[src/rtl/output_argmax_if.sv]
// Bundle between the argmax unit and its surroundings:
// start/status handshake, output-RAM read port and the result.
interface output_argmax_if #(
    parameter int DATA_WIDTH = 8,
    parameter int ADDR_WIDTH = 4
);
    logic                  start;
    logic [ADDR_WIDTH-1:0] ram_addr;
    logic [DATA_WIDTH-1:0] ram_q;
    logic                  busy;
    logic                  done;
    logic                  valid;
    logic [ADDR_WIDTH-1:0] digit;
    logic [DATA_WIDTH-1:0] max_val;

    modport master (
        output start,
        input  ram_addr,
        output ram_q,
        input  busy,
        input  done,
        input  valid,
        input  digit,
        input  max_val
    );

    modport slave (
        input  start,
        output ram_addr,
        input  ram_q,
        output busy,
        output done,
        output valid,
        output digit,
        output max_val
    );
endinterface

[src/rtl/output_argmax_unit.sv]
// Classifier back end: sweeps the output RAM and reports the
// index and value of the largest unsigned entry.
module output_argmax_unit #(
    parameter int DATA_WIDTH  = 8,
    parameter int ADDR_WIDTH  = 4,
    parameter int NUM_OUTPUTS = 10
) (
    input  logic              clk,
    input  logic              rst_n,
    output_argmax_if.slave    io
);

    typedef enum logic [1:0] {
        IDLE  = 2'd0,
        SCAN  = 2'd1,
        DRAIN = 2'd2
    } state_e;

    localparam logic [ADDR_WIDTH-1:0] LAST_ADDR =
        ADDR_WIDTH'(NUM_OUTPUTS - 1);

    state_e                state_q, state_d;
    logic [ADDR_WIDTH-1:0] addr_q, addr_d;
    logic                  cmp_vld_q, cmp_vld_d;
    logic [ADDR_WIDTH-1:0] cmp_idx_q, cmp_idx_d;
    logic [DATA_WIDTH-1:0] best_val_q, best_val_d;
    logic [ADDR_WIDTH-1:0] best_idx_q, best_idx_d;
    logic                  busy_q, busy_d;
    logic                  done_q, done_d;
    logic                  valid_q, valid_d;
    logic [ADDR_WIDTH-1:0] digit_q, digit_d;
    logic [DATA_WIDTH-1:0] max_val_q, max_val_d;
    logic                  take;

    // RAM data lags the issued address by one cycle, so the
    // address copy in cmp_idx_q names the entry now on ram_q.
    always_comb begin
        best_val_d = best_val_q;
        best_idx_d = best_idx_q;
        take = cmp_vld_q &&
               ((cmp_idx_q == '0) || (io.ram_q > best_val_q));
        if (take) begin
            best_val_d = io.ram_q;
            best_idx_d = cmp_idx_q;
        end
    end

    always_comb begin
        state_d   = state_q;
        addr_d    = addr_q;
        busy_d    = busy_q;
        done_d    = 1'b0;
        valid_d   = valid_q;
        digit_d   = digit_q;
        max_val_d = max_val_q;
        cmp_vld_d = (state_q == SCAN);
        cmp_idx_d = addr_q;
        unique case (state_q)
            IDLE: begin
                addr_d = '0;
                if (io.start) begin
                    state_d = SCAN;
                    valid_d = 1'b0;
                    busy_d  = 1'b1;
                end
            end
            SCAN: begin
                if (addr_q == LAST_ADDR) begin
                    state_d = DRAIN;
                end else begin
                    addr_d = addr_q + 1'b1;
                end
            end
            DRAIN: begin
                // Last entry is compared on this edge; publish the
                // post-compare best rather than the stale register.
                state_d   = IDLE;
                addr_d    = '0;
                done_d    = 1'b1;
                valid_d   = 1'b1;
                busy_d    = 1'b0;
                digit_d   = best_idx_d;
                max_val_d = best_val_d;
            end
            default: begin
                state_d = IDLE;
                addr_d  = '0;
            end
        endcase
    end

    always_ff @(posedge clk or negedge rst_n) begin
        if (!rst_n) begin
            state_q    <= IDLE;
            addr_q     <= '0;
            cmp_vld_q  <= 1'b0;
            cmp_idx_q  <= '0;
            best_val_q <= '0;
            best_idx_q <= '0;
            busy_q     <= 1'b0;
            done_q     <= 1'b0;
            valid_q    <= 1'b0;
            digit_q    <= '0;
            max_val_q  <= '0;
        end else begin
            state_q    <= state_d;
            addr_q     <= addr_d;
            cmp_vld_q  <= cmp_vld_d;
            cmp_idx_q  <= cmp_idx_d;
            best_val_q <= best_val_d;
            best_idx_q <= best_idx_d;
            busy_q     <= busy_d;
            done_q     <= done_d;
            valid_q    <= valid_d;
            digit_q    <= digit_d;
            max_val_q  <= max_val_d;
        end
    end

    assign io.ram_addr = addr_q;
    assign io.busy     = busy_q;
    assign io.done     = done_q;
    assign io.valid    = valid_q;
    assign io.digit    = digit_q;
    assign io.max_val  = max_val_q;

endmodule

[src/flat_wrapper.sv]
// flat-port wrapper written by rule: the top's interface ports become plain ports
module output_argmax_unit_flat 
#(
    parameter int DATA_WIDTH  = 8,
    parameter int ADDR_WIDTH  = 4,
    parameter int NUM_OUTPUTS = 10
)
  (clk, rst_n, io_start, io_ram_addr, io_ram_q, io_busy, io_done, io_valid, io_digit, io_max_val);
  output_argmax_if #(.DATA_WIDTH(DATA_WIDTH), .ADDR_WIDTH(ADDR_WIDTH)) io_i ();
  input  logic clk;
  input  logic rst_n;
  input wire logic [$bits(io_i.start)-1:0] io_start;
  output wire logic [$bits(io_i.ram_addr)-1:0] io_ram_addr;
  input wire logic [$bits(io_i.ram_q)-1:0] io_ram_q;
  output wire logic [$bits(io_i.busy)-1:0] io_busy;
  output wire logic [$bits(io_i.done)-1:0] io_done;
  output wire logic [$bits(io_i.valid)-1:0] io_valid;
  output wire logic [$bits(io_i.digit)-1:0] io_digit;
  output wire logic [$bits(io_i.max_val)-1:0] io_max_val;
  assign io_i.start = io_start;
  assign io_ram_addr = io_i.ram_addr;
  assign io_i.ram_q = io_ram_q;
  assign io_busy = io_i.busy;
  assign io_done = io_i.done;
  assign io_valid = io_i.valid;
  assign io_digit = io_i.digit;
  assign io_max_val = io_i.max_val;
  output_argmax_unit #(.DATA_WIDTH(DATA_WIDTH), .ADDR_WIDTH(ADDR_WIDTH), .NUM_OUTPUTS(NUM_OUTPUTS)) u_core (.clk(clk), .rst_n(rst_n), .io(io_i));
endmodule
[config.mk]
export PLATFORM = sky130hd
export DESIGN_NAME = output_argmax_unit_flat
export DESIGN_NICKNAME = d
export VERILOG_FILES = /design/src/rtl/output_argmax_if.sv /design/src/rtl/output_argmax_unit.sv /design/src/flat_wrapper.sv
export SDC_FILE = /design/constraint.sdc
export NUM_CORES = 1
export LEC_CHECK = 0
export CAP_MARGIN = 10
export CORE_UTILIZATION = 40
export CTS_CLUSTER_SIZE = 16
export DETAILED_ROUTE_END_ITERATION = 8
export GPL_TIMING_DRIVEN = 1
export PLACE_DENSITY = 0.71
export SETUP_SLACK_MARGIN = 0.02
export SLEW_MARGIN = 20
export SYNTH_ARGS = -nofsm -noshare
export SYNTH_HDL_FRONTEND = slang
export SYNTH_SLANG_ARGS = --single-unit
[constraint.sdc]
create_clock -name clk -period 5 [get_ports clk]
set_input_delay 0.75 -clock clk [delete_from_list [all_inputs] [get_ports clk]]
set_output_delay 0.75 -clock clk [all_outputs]
set_load 0.02 [all_outputs]
Figure 1. The metal 1 layer (run 1).
Bar = 20 µm. Cells faint in the background.
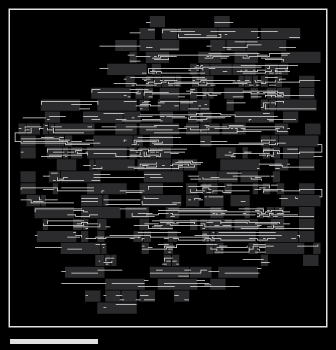
- share of all routed wire: 48%
- longest straight run: 24.8 µm
- nets with wire on the layer: 192
via count: 1477
M1 GR Usage: 23.6%
Post-Route WL: 4.14 mm

Figure 2. Signal wires on met2 (run 1).
Cells faint in the background.
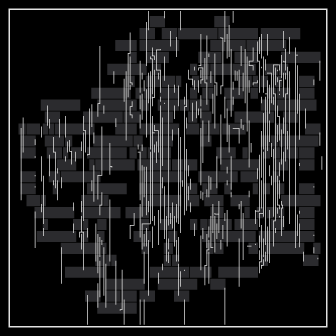
- share of all routed wire: 47%
- nets with wire on the layer: 191

Figure 3. M3 wires (run 1).
Bar = 20 µm. Cells faint in the background.
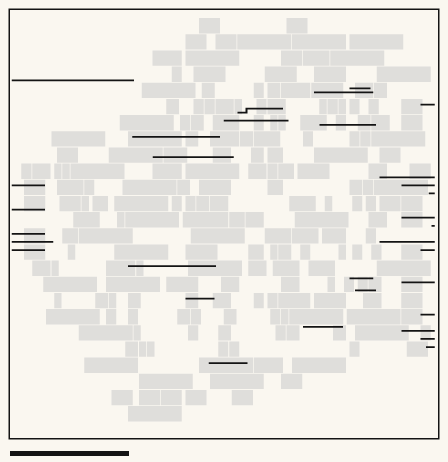
- main direction: horizontal
- share of all routed wire: 4.9%
- longest straight run: 20.2 µm
- nets with wire on the layer: 27

==> results_dict.tcl, run 1 <==
# collected from the flow reports
set metrics [dict create \
    cts_resized 0 \
    cell_internal_pwr_mw 0.921 \
    busiest_layer "met2" \
    wl_met1_mm 1.98 \
    common_cells "38 x dfrtp_1, 18 x a21oi_1, 14 x nand4_1, 13 x nand3_1, 12 x o2111ai_1" \
    grt_max_degree 39 \
    syn_avg_cell_area_um2 10.9 \
    grt_pass1_vias 1509 \
    netlist_area_mm2 0.00196 \
    num-nets-final 226 \
    seq-power_mw 0.562 \
    final_cell_mix "38 x dfrtp_1, 28 x clkdlybuf4s50_1, 18 x a21oi_1" \
    ys_sh_mux_pct 9.32 \
    pg_clk_mw 0.217 \
    vdd_drop_max_mv 0.300 \
    crit_buf_inv 1 \
    drt_pass1_iterations 4 \
    dr_wl_met3_um 204 \
    grt_setup_unrepaired "no" \
    synthXorXnorAreaFrac_pct 0.893 \
    status "finished, final reports clean" \
    vias_per_cell 5.41 \
    antenna_cells 0 \
    syn_nets 201 \
    crit_path_top_delay_cell "o31a_1" \
    cts_tree "done" \
    final_area_mm2 0.00237 \
    min_period_ns 3.12 \
    cap_violations 0 \
    path_delay_family "AND-OR/OR-AND gates" \
    hpwlAfterDp_mm 2.69 \
    htreeDepth 2 \
    postCtsSetupRepairBufs 0 \
    critPathKind "in -> reg" \
    log.warning_count 27 \
    final_util_pct 50.1 \
    cts_sinks 38 \
    std_cell_rows 25 \
    critPathMaxFanout 20 \
    clk_pin_slew_worst_paths_ns 0.07 \
    die_x_um 72.0 \
    cts-buffers-inserted 5 \
    ys_area_mm2 0.00196 \
    layout.cells.most_common "dfrtp_1" \
    areaGrowthSynthToFinish_pct 20.7 \
    clockPowerShare_pct 14.1 \
    period_used_pct 62.4 \
    io_buffer_count 29 \
    critPathLaunchType "input port" \
    syn_inst 180 \
    switching_share_pct 40.3 \
    top_logic_kind "simple AND/OR/NAND/NOR gates" \
    powerComb_mw 0.763 \
    async_flop_share_pct 100 \
    synth_cell_types 34 \
    cellPowerDensity_mw_per_mm2 651 \
    grtUsageMet3_pct 4.31 \
    fmax_mhz 320 \
    floorplan.core_util_pct 41.5 \
    worstMarginPinSlew_ns 0.910 \
    slowest_delay_ns 0.67 \
    cts_root_buffer "clkbuf_8" \
    cts_buffer_depth 2 \
    yosys_warnings 0 \
    path_cells "clkdlybuf4s50_1, ha_1, nand4_1, o31a_1, o21ai_2, mux2_1" \
    netlist.area_leader.share_pct 48.5 \
    use_met2_pct 28.6 \
    cp.required_ns 5.17 \
    slew_viol_final 0 \
    met2_length_mm 1.94 \
    power.group.top "combinational logic" \
    worstPathArrival_ns 3.29 \
    synth.cellmix.compoundShare_pct 13.8 \
    p_leak_nw 1.05 \
    drt_iter0_markers 69 \
]
[run 1: worst reg2reg max path: cells and delay by family, from the launching register on]
| kind | cells | cell delay [ns] |
|---|---|---|
| AOI/OAI and AO/OA | 2 | 1.14 |
| adders and majority gates | 1 | 0.31 |
| buffers and inverters | 1 | 0.07 |
| DFF | 1 | 0.38 |
| muxes | 1 | 0.43 |
| and+or+nand+nor | 1 | 0.17 |
[run 1: metrics by stage]
step / std cells / power (mW) / hold WS, ns / setup WS [ns]
2_1_floorplan: 180 / 1.09 / 0.414 / 2.73
3_3_place_gp: 265 / 1.31 / 0.427 / 1.66
3_5_place_dp: 265 / 1.33 / 0.434 / 1.59
4_1_cts: 273 / 1.56 / 0.446 / 1.89
5_1_grt: 273 / 1.66 / 0.492 / 1.78
6_report: 273 / 1.54 / 0.444 / 1.88
[run 1: final timing paths]
path | from | endpoint | slack, ns | cells past startpoint
worst min-delay path | u_core.state_q[1] | u_core.state_q[0] | 0.44 | 1
max in group asynchronous | rst_n | u_core.io.ram_addr[2] | 3.93 | 1
worst max register to register | u_core.best_val_q[7] | u_core.best_idx_q[3] | 2.38 | 6
worst min register to register | u_core.state_q[1] | u_core.state_q[0] | 0.44 | 1
worst max-delay path | io_ram_q[6] | u_core.best_idx_q[3] | 1.88 | 6
min in group asynchronous | rst_n | u_core.io.max_val[4] | 0.55 | 1
[run 1: final cells by class]
cell class                      instances  area (µm²)  share of cell area [%]
Clock buffer                            7        86.3                    3.65
Clock inverter                          1        5.00                   0.211
Inverter                               12        45.0                    1.90
Multi-Input combinational cell        118         903                    38.2
Sequential cell                        38         951                    40.2
Tap cell                               67        83.8                    3.54
Timing Repair Buffer                   30         293                    12.4
Figure 4. Placement view (run 1).
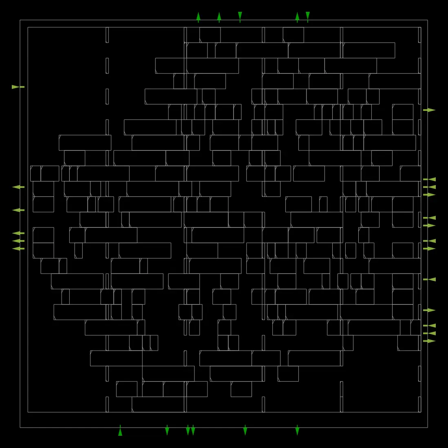

==> run 2: changes to the inputs <==
- PLACE_DENSITY: 0.71 -> 0.74
- clock period: 5 -> 2.7 ns (I/O delays scaled with it)
Figure 5. Placement view (run 2).
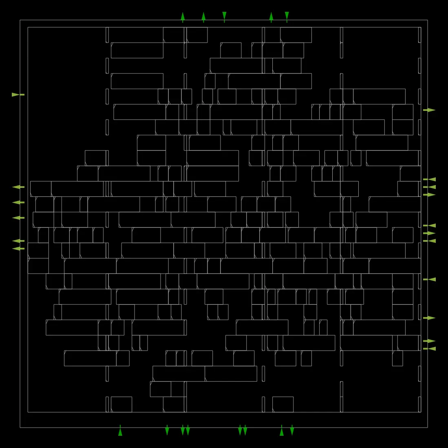
number of fill cells: 427
Core ar.: 0.00472 mm²
# Taps: 67

==> results_dict.tcl, run 2 <==
# collected from the flow reports
set metrics [dict create \
    cap_violations 0 \
    path_delay_family "buffers and inverters" \
    postCtsSetupRepairBufs 0 \
    antenna_found_initial 0 \
    slowest_delay_ns 0.45 \
    path_cells "clkdlybuf4s50_1, ha_1, nand4_1, o31a_1, o21ai_2, buf_4, mux2_1" \
    top_logic_kind "simple AND/OR/NAND/NOR gates" \
    drt_pass1_iterations 4 \
    floorplan.core_util_pct 41.5 \
    clock_latency_ns 0.28 \
    critPathKind "in -> reg" \
    hold_ws_ns 0.216 \
    status "finished, final reports clean" \
    r2r_end "u_core.best_idx_q[3]" \
    drt_iter0_markers 110 \
    netlist.area_leader.share_pct 48.5 \
    finalSetupTns_ns 0 \
    hold_buffers 0 \
    layout.cells.most_common "dfrtp_1" \
    syn_avg_cell_area_um2 10.9 \
    met2_length_mm 2.11 \
    crit_path_top_delay_cell "clkdlybuf4s50_1" \
    ys_area_mm2 0.00196 \
    cts-buffers-inserted 5 \
    min_period_ns 2.26 \
    reg2reg_slack_ns 0.60 \
    yosys_warnings 0 \
    crit_buf_inv 2 \
    drive_gt1_share_pct 14.2 \
    log.warning_count 27 \
    vdd_drop_max_mv 0.610 \
    cp.required_ns 2.86 \
    vias 1529 \
    worstPathArrival_ns 2.42 \
    cts_tree "done" \
    synth_cell_types 34 \
    r2r-start "u_core.best_val_q[7]" \
    period_used_pct 83.8 \
    use_met2_pct 31.4 \
    critPathLaunchType "input port" \
    postSynthSeqShare_pct 48.5 \
    setup_ws_ns 0.436 \
    setup_viol 0 \
    yosysTopAreaCell "dfrtp_1" \
    gp_congestion 0.819 \
    std_cell_rows 25 \
    grt_pass1_vias 1579 \
    synthXorXnorAreaFrac_pct 0.893 \
    antenna_cells 0 \
    grtUsageMet3_pct 4.58 \
    clk_pin_slew_worst_paths_ns 0.07 \
    adder_share_pct 6.38 \
    hpwlAfterDp_mm 2.82 \
    cts_buffer_depth 2 \
    die_h_um 72.0 \
    syn_nets 201 \
    drc 0 \
    p_leak_nw 1.08 \
    cellPowerDensity_mw_per_mm2 1220 \
    cts_root_buffer "clkbuf_8" \
    critPathMaxFanout 8 \
    busiest_layer "met2" \
    num-nets-final 232 \
    common_cells "38 x dfrtp_1, 18 x a21oi_1, 14 x nand4_1, 13 x nand3_1, 12 x o2111ai_1" \
    use_met1_pct 23.7 \
    syn_inst 180 \
    yosys_cells 180 \
    place_ws_ns 0.157 \
    die_x_um 72.0 \
    ys_sh_mux_pct 9.32 \
    avgRoutedWirePerCell_um 15.4 \
    reg2regPathDepth 7 \
    vias_per_cell 5.48 \
    dr_wl_met3_um 214 \
    fmax_mhz 442 \
    wl_met1_mm 1.93 \
    hold_violations 0 \
    io_pins 30 \
    grt_max_degree 39 \
    io_buffer_count 29 \
    htreeDepth 2 \
    areaGrowthSynthToFinish_pct 23.0 \
    worstMarginPinSlew_ns 0.828 \
    slew_viol_final 0 \
    hold_class "in -> async" \
    area_leaders "dfrtp_1 49%, mux2_4 7.7%, ha_1 6.4%" \
    slew_headroom_pct 44.8 \
    cts_sinks 38 \
    wirelength_mm 4.30 \
    final_cell_mix "38 x dfrtp_1, 28 x clkdlybuf4s50_1, 18 x a21oi_1" \
    cts_resized 0 \
    netlist_area_mm2 0.00196 \
    grt_setup_unrepaired "no" \
    cp.depth 7 \
    async_flop_share_pct 100 \
    synth.cellmix.compoundShare_pct 13.8 \
]
[run 2: cell counts after synthesis]
No cell type changed its count.
[run 2: how the worst max path moves through the flow]
stage / startpoint / slack [ns] / to
after floorplan: io_ram_q[1] / 0.77 / u_core.best_idx_q[0]
after global placement: io_ram_q[7] / 0.26 / u_core.best_idx_q[3]
after detailed placement: io_ram_q[7] / 0.16 / u_core.best_idx_q[3]
after CTS: io_ram_q[7] / 0.45 / u_core.best_idx_q[3]
after global routing: io_ram_q[7] / 0.38 / u_core.best_idx_q[3]
final: io_ram_q[7] / 0.44 / u_core.best_idx_q[3]
[run 2: cell type report]
class / count / area [µm²] / area share (%)
repair buffers: 36 / 338 / 14.0
clock buffers: 7 / 86.3 / 3.58
clock inverters: 1 / 5.00 / 0.207
multi-input cells: 118 / 903 / 37.4
flip-flops and latches: 38 / 951 / 39.4
well taps: 67 / 83.8 / 3.48
inverters: 12 / 45.0 / 1.87
[run 2: power breakdown]
part / switching, mW / internal [mW]
Sequential: 0.208 / 0.826
Combinational: 0.774 / 0.731
Clock: 0.187 / 0.206
Total: 1.17 / 1.76
[run 2: metrics by stage]
| stage | utilization [%] | cells | power, mW | cell area, µm² |
|---|---|---|---|---|
| finish | 51.1 | 279 | 2.93 | 2410 |
| global route | 51.1 | 279 | 3.15 | 2410 |
| CTS | 51.1 | 279 | 2.95 | 2410 |
| detailed placement | 49.1 | 271 | 2.54 | 2320 |
| global placement | 49.1 | 271 | 2.51 | 2320 |
| floorplan | - | 180 | 2.01 | 1960 |
[run 2: worst reg2reg max path: cells and delay by family, from the launching register on]
kind                     cells  cell delay [ns]
AND-OR/OR-AND                2             0.45
adder cells (fa/ha/maj)      1             0.33
buffers and inverters        2             0.29
flip-flops                   1             0.37
multiplexers                 1             0.34
AND/OR/NAND/NOR              1             0.20
No activity file was given, so power comes from the tool's default toggle rates.
